Fig. 1: run 1, clock routing
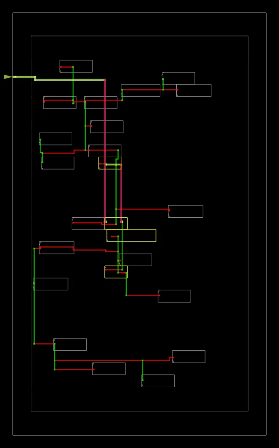
Fig. 2: run 1, sequential cells colored by netlist name
Other sequential cells in the stronger gray, the rest of the logic in the fainter gray.
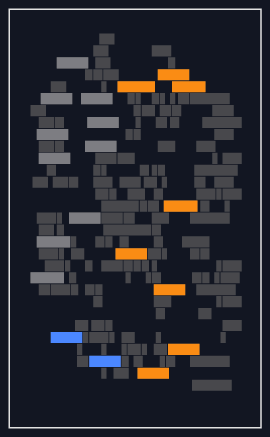
Fig. 3: run 1, placement by cell class
The bar under the picture is 20 µm long. Fill, decap, tap and diode cells in gray.
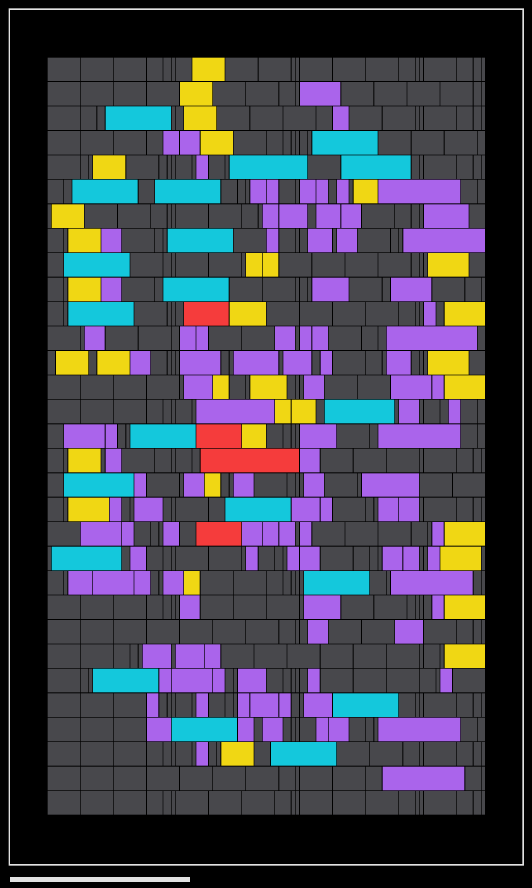
$ cat src/rtl/gpi_sync_debounce.sv
// General-purpose input channel: pad synchronizer, settle sequencing after enable,
// debounce qualification with edge pulses and a sticky event flag.
//
// state  | meaning
// -------+-----------------------------------------------------------------
// OFF    | pad receiver disabled, debounce counter cleared, level held
// SETTLE | receiver enabled, waiting for the synchronizer to refill
// RUN    | debounce active, level and edge pulses updated
module gpi_sync_debounce #(
  parameter int SYNC_STAGES = 2,
  parameter int CNT_W       = 8
) (
  input  logic             CLK_I,
  input  logic             RST_I,
  input  logic             PAD_DI_I,
  input  logic             EN_I,
  input  logic [1:0]       STE_CFG_I,
  input  logic [CNT_W-1:0] DB_LIMIT_I,
  input  logic             CLR_I,
  output logic             PAD_IE_O,
  output logic [1:0]       PAD_STE_O,
  output logic             LEVEL_O,
  output logic             RISE_O,
  output logic             FALL_O,
  output logic             EVT_STICKY_O
);

  localparam int SET_W = $clog2(SYNC_STAGES + 1);
  localparam logic [SET_W-1:0] SETTLE_LOAD = SET_W'(SYNC_STAGES);

  typedef enum logic [1:0] {
    ST_OFF    = 2'd0,
    ST_SETTLE = 2'd1,
    ST_RUN    = 2'd2
  } state_t;

  state_t             state_q, state_d;
  logic [SYNC_STAGES-1:0] sync_q;
  logic [SET_W-1:0]   settle_q, settle_d;
  logic [CNT_W-1:0]   cnt_q, cnt_d;
  logic               level_d, rise_d, fall_d;
  logic               s;

  assign s = sync_q[SYNC_STAGES-1];

  // Pad idles high through its pull-up, so the chain resets to ones.
  always_ff @(posedge CLK_I) begin
    if (RST_I) begin
      sync_q <= '1;
    end else begin
      sync_q <= {sync_q[SYNC_STAGES-2:0], PAD_DI_I};
    end
  end

  always_ff @(posedge CLK_I) begin
    if (RST_I) begin
      state_q      <= ST_OFF;
      settle_q     <= '0;
      cnt_q        <= '0;
      LEVEL_O      <= 1'b1;
      RISE_O       <= 1'b0;
      FALL_O       <= 1'b0;
      EVT_STICKY_O <= 1'b0;
      PAD_STE_O    <= 2'b00;
    end else begin
      state_q      <= state_d;
      settle_q     <= settle_d;
      cnt_q        <= cnt_d;
      LEVEL_O      <= level_d;
      RISE_O       <= rise_d;
      FALL_O       <= fall_d;
      EVT_STICKY_O <= RISE_O | FALL_O | (EVT_STICKY_O & ~CLR_I);
      PAD_STE_O    <= STE_CFG_I;
    end
  end

  always_comb begin
    state_d  = state_q;
    settle_d = settle_q;
    cnt_d    = cnt_q;
    level_d  = LEVEL_O;
    rise_d   = 1'b0;
    fall_d   = 1'b0;
    PAD_IE_O = 1'b0;
    case (state_q)
      ST_OFF: begin
        cnt_d = '0;
        if (EN_I) begin
          state_d  = ST_SETTLE;
          settle_d = SETTLE_LOAD;
        end
      end
      ST_SETTLE: begin
        PAD_IE_O = 1'b1;
        if (!EN_I) begin
          state_d = ST_OFF;
        end else if (settle_q == '0) begin
          state_d = ST_RUN;
        end else begin
          settle_d = settle_q - 1'b1;
        end
      end
      ST_RUN: begin
        PAD_IE_O = 1'b1;
        if (!EN_I) begin
          state_d = ST_OFF;
          cnt_d   = '0;
        end else if (s != LEVEL_O) begin
          // >= rather than == so a lowered limit accepts immediately.
          if (cnt_q >= DB_LIMIT_I) begin
            level_d = s;
            cnt_d   = '0;
            rise_d  = s;
            fall_d  = ~s;
          end else begin
            cnt_d = cnt_q + 1'b1;
          end
        end else begin
          cnt_d = '0;
        end
      end
      default: begin
        state_d = ST_OFF;
        cnt_d   = '0;
      end
    endcase
  end

endmodule

$ cat config.mk
export PLATFORM = sky130hd
export DESIGN_NAME = gpi_sync_debounce
export DESIGN_NICKNAME = d
export VERILOG_FILES = /design/src/rtl/gpi_sync_debounce.sv
export SDC_FILE = /design/constraint.sdc
export NUM_CORES = 1
export LEC_CHECK = 0
export CAP_MARGIN = 20
export CORE_AREA = 4 4 53 91
export CTS_CLUSTER_SIZE = 24
export DETAILED_ROUTE_END_ITERATION = 10
export DIE_AREA = 0 0 57 95
export GPL_TIMING_DRIVEN = 0
export PLACE_DENSITY_LB_ADDON = 0.08
export SKIP_CTS_REPAIR_TIMING = 1
export SKIP_LAST_GASP = 1
export SYNTH_ARGS = -nofsm -noshare
export SYNTH_HDL_FRONTEND = slang
export SYNTH_SLANG_ARGS = --single-unit
$ cat constraint.sdc
create_clock -name CLK_I -period 1.8 [get_ports CLK_I]
set_clock_uncertainty 0.1 [all_clocks]
set_input_delay 0.36 -clock CLK_I [delete_from_list [all_inputs] [get_ports CLK_I]]
set_output_delay 0.36 -clock CLK_I [all_outputs]
set_load 0.005 [all_outputs]
==> job_summary.md, run 1 <==
### Flow metrics

| Metric | Value |
|---|---|
| Drc violations | `0` |
| Total GRT Usage | `11.6%` |
| Final Slew Violations | `0` |
| Pre-CTS setup slack | `-0.593 ns` |
| Clock Pin Slew Worst Setup and Hold Paths | `0.08 ns` |
| Worst-margin pin slew | `0.292 ns` |
| Worst-path cell chain | `inv_4 -> ha_4 -> nand2b_4 -> a2111oi_4 -> o31a_4 -> buf_4 -> o211ai_1 -> a21oi_1` |
| Max FO, Critical Path | `6` |
| Die area | `5420 µm²` |
| Final setup fails | `11` |
| Htree depth | `1` |
| RSZ-0062 raised after global routing | `true` |
| DR WL/cell | `14.4 µm` |
| Internal power | `0.836 mW` |
| Cell Pwr Density | `634 nW/µm²` |
| Avg Vias per Cell | `5.08` |
| Endpoints failing hold | `0` |
| Slowest stage delay, CP | `0.38 ns` |
| Layout area overhead | `44.1%` |
| Final nets | `195` |
| Post-synth ARST share | `0%` |
| Failing checks | `negative setup slack` |
| Outcome | `finished with violations` |
| Diodes inserted | `0` |
| Fin area | `1710 µm²` |
| Max Root-Sink Buffers | `2` |
| Worst Slack Setup Final | `-0.134 ns` |
| CTS tree | `done` |
| OpenROAD warning count | `29` |
| Main flop type | `dfxtp_1` |
| Hold WC Path Type | `reg2reg` |
Notes on Fig. 1 above:
clkbuf count: 3
CTS Buf Count: 3
Clock Power: 0.459 mW
registers: 20
clk_lat worst skew: 0.26 ns

Notes on Fig. 2 above:
Orange marks `cnt_q`, sequential cells 8. Blue marks `settle_q`, sequential cells 2.

Notes on Fig. 3 above:
Cyan marks flops, cells 20, share of their area 25%. Purple marks combinational and other logic, cells 110, share of their area 52%. Red marks clock drivers and dummy loads, cells 4, share of their area 4.3%. Yellow marks other buffers and delay cells, cells 32, share of their area 19%.
Core ar.: 4110 µm²
# rows: 31

==> run 1: flip-flops by register name, indices dropped and copies added, names as in the netlist <==
name and count:
LEVEL_O 1, FALL_O 1, settle_q 2, RISE_O 1, cnt_q 8, sync_q 2
PAD_STE_O 2, EVT_STICKY_O 1, state_q 2
==> run 1: power by group through the flow <==
stage	logic, mW	registers [mW]	clock network (mW)
floorplan	0.0894	0.470	0
CTS	0.159	0.460	0.471
global placement	0.153	0.470	0
finish	0.167	0.460	0.459
detailed placement	0.157	0.471	0
global route	0.189	0.462	0.496
==> run 1: cells in the mapped netlist (2+ instances only) <==
cell	n
or2_2	3
nor2_1	9
nand2_1	11
buf_2	2
nand4b_1	4
nor2b_1	4
o21ai_0	4
nand2b_1	3
dfxtp_1	20
a21oi_1	7
ha_1	13
buf_1	2
nand3_1	4
and3_4	3
nand4_1	7
clkbuf_1	2
nor3_1	2
inv_1	14
nor3b_1	2
a31oi_1	4
and3_1	2
==> run 1: cells by family after synthesis <==
logic type | share of synthesized area [%]
buffers and inverters | 7.47
XOR/XNOR | 0.736
AND/OR/NAND/NOR | 28.5
AND-OR/OR-AND | 16.0
flip-flops | 33.6
adder cells (fa/ha/maj) | 13.7
==> run 1: final cells by class <==
class	instances	area [µm²]	area share, %
Multi-Input combinational cell	96	810	47.2
Sequential cell	20	409	23.9
Timing Repair Buffer	25	267	15.5
Tap cell	49	61.3	3.58
Inverter	14	55.1	3.21
Clock buffer	3	41.3	2.41
Buffer	7	41.3	2.41
Clock inverter	1	30.0	1.75
==> run 1: final timing paths <==
| check | slack [ns] | startpoint | endpoint | cells after the start |
|---|---|---|---|---|
| worst max-delay path | -0.13 | cnt_q[0]$_SDFFE_PP0N_ | cnt_q[2]$_SDFFE_PP0N_ | 8 |
| worst min-delay path | 0.32 | sync_q[0]$_SDFF_PP1_ | sync_q[1]$_SDFF_PP1_ | 1 |
| worst max register to register | -0.13 | cnt_q[0]$_SDFFE_PP0N_ | cnt_q[2]$_SDFFE_PP0N_ | 8 |
| worst min register to register | 0.32 | sync_q[0]$_SDFF_PP1_ | sync_q[1]$_SDFF_PP1_ | 1 |
==> run 1: per-stage QoR <==
stage | hold slack (ns) | utilization (%) | power (mW) | setup TNS (ns)
CTS | 0.327 | 37.3 | 1.09 | -3.33
global placement | 0.292 | 35.6 | 0.623 | -6.78
global route | 0.353 | 41.7 | 1.15 | -1.93
detailed placement | 0.307 | 35.6 | 0.628 | -6.96
finish | 0.319 | 41.7 | 1.09 | -1.04
floorplan | 0.289 | - | 0.559 | 0
==> run 1: metal layers <==
metal / routed length [µm] / global-route usage (%) / up-vias / part of all wire [%]
li1: - / - / 543 / -
met1: 1180 / 12.0 / 513 / 38
met2: 1630 / 21.8 / 26 / 53
met3: 147 / 2.33 / 11 / 4.8
met4: 131 / 5.22 / 0 / 4.2
met5: 0 / 0 / - / 0
==> run 1: worst reg2reg max path, delay by kind of cell, from the launching register on <==
kind                       cells  cell delay (ns)
AOI/OAI and AO/OA              4             0.83
DFF                            1             0.38
adders and majority gates      1             0.22
buffers and inverters          2             0.20
and+or+nand+nor                1             0.14
Fig. 4: run 1, logic cells by family
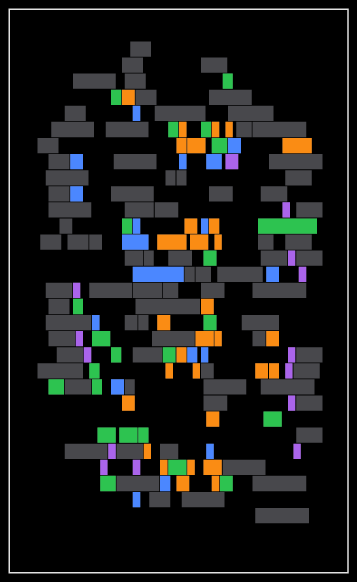

==> inputs of run 2 (changes only) <==
Settings changed: CORE_AREA 4 4 53 91 to 4 4 44 75, DIE_AREA 0 0 57 95 to 0 0 48 79, SKIP_LAST_GASP 1 to default.
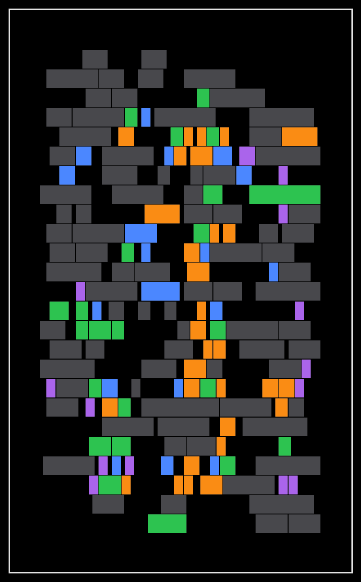
Fig. 5. Logic cells by family (run 2).
Orange marks NAND gates, cells 30. Blue marks NOR gates, cells 18. Purple marks inverters, cells 14. Green marks inverting AOI/OAI gates, cells 23.
post-route insts no fill: 193
most used logic cell in the final layout: dfxtp_1
logic share of the area: 47.7%

==> job_summary.md, run 2 <==
### Flow metrics

| Metric | Value |
|---|---|
| Avg Vias per Cell | `5.58` |
| Clock Pin Slew Worst Setup and Hold Paths | `0.08 ns` |
| Fin Hold WS | `0.316 ns` |
| GRT busiest layer | `met2` |
| Final Power | `1.09 mW` |
| Worst R2R End | `cnt_q[6]$_SDFFE_PP0N_` |
| CTS tree | `done` |
| Outcome | `finished with violations` |
| Synth top cell by count | `dfxtp_1` |
| Worst-margin pin slew | `0.412 ns` |
| DR WL/cell | `14.5 µm` |
| Top cells by count, synth | `20 x dfxtp_1, 14 x inv_1, 13 x ha_1` |
| Max Root-Sink Buffers | `2` |
| Worst Slack Setup Final | `-0.135 ns` |
| Register Area | `408 µm²` |
| Max FFs per register | `8` |
| Max FO, Critical Path | `6` |
| R2R cell count | `8` |
| GR Util met1 | `16.1%` |
| Hold WC Path Type | `reg2reg` |
| Crit path to | `cnt_q[6]$_SDFFE_PP0N_` |
| Final setup fails | `10` |
| Failing checks | `negative setup slack` |
| Drc violations | `0` |
| Main flop type | `dfxtp_1` |
| Diodes inserted | `0` |
| Slowest stage delay, CP | `0.38 ns` |
| Critical R2R Launch | `cnt_q[0]$_SDFFE_PP0N_` |
| Pre-CTS setup slack | `-0.567 ns` |
| Total GRT Usage | `15.2%` |
[run 2: how the worst min path moves through the flow]
stage / startpoint / to / slack [ns] / cells after the start
after floorplan: sync_q[0]$_SDFF_PP1_ / sync_q[1]$_SDFF_PP1_ / 0.29 / 1
after global placement: sync_q[0]$_SDFF_PP1_ / sync_q[1]$_SDFF_PP1_ / 0.29 / 1
after detailed placement: sync_q[0]$_SDFF_PP1_ / sync_q[1]$_SDFF_PP1_ / 0.30 / 1
after CTS: sync_q[0]$_SDFF_PP1_ / sync_q[1]$_SDFF_PP1_ / 0.32 / 1
after global routing: sync_q[0]$_SDFF_PP1_ / sync_q[1]$_SDFF_PP1_ / 0.33 / 1
final: sync_q[0]$_SDFF_PP1_ / sync_q[1]$_SDFF_PP1_ / 0.32 / 1
[run 2: cell type report]
cell class                      count  share of cell area, %
Multi-Input combinational cell     96                   47.7
Sequential cell                    20                   24.3
Timing Repair Buffer               25                   16.1
Inverter                           14                   3.28
Clock buffer                        3                   2.46
Buffer                              7                   2.38
Tap cell                           27                   2.01
Clock inverter                      1                   1.79
[run 2: stage by stage]
step	instance area, µm²	TNS [ns]	utilization [%]	cells
2_1_floorplan	1190	0	-	137
3_3_place_gp	1440	-6.35	53.3	185
3_5_place_dp	1440	-6.50	53.3	185
4_1_cts	1510	-2.88	56.0	189
5_1_grt	1680	-1.86	62.4	193
6_report	1680	-0.972	62.4	193
[run 2: routing by layer]
layer  up-vias  routed length [µm]
met1       499                1040
met2        31                1570
met4         0                  51
met5         -                   0
met3         5                 135
li1        541                   -
[run 2: power by group through the flow]
stage | registers, mW | clock network [mW] | logic, mW
5_1_grt | 0.460 | 0.497 | 0.187
4_1_cts | 0.460 | 0.466 | 0.156
2_1_floorplan | 0.470 | 0 | 0.0894
6_report | 0.459 | 0.462 | 0.167
3_3_place_gp | 0.470 | 0 | 0.150
3_5_place_dp | 0.471 | 0 | 0.155
[run 2: kinds of logic (layout without fill, tap and decap cells)]
logic type                 Yosys count  count (layout)  share of synthesized area (%)
AOI/OAI and AO/OA                   25              25                           16.0
and+or+nand+nor                     57              57                           28.5
xor gates and xnor gates             1               1                          0.736
buffers and inverters               21              50                           7.47
DFF                                 20              20                           33.6
adders and majority gates           13              13                           13.7
[run 2: critical path, delay by kind of cell, from the launching register on]
family | cells | cell delay [ns]
adders and majority gates | 1 | 0.22
AOI/OAI and AO/OA | 3 | 0.77
buffers and inverters | 2 | 0.17
DFF | 1 | 0.38
and+or+nand+nor | 2 | 0.23
No activity file was given, so power comes from the tool's default toggle rates.
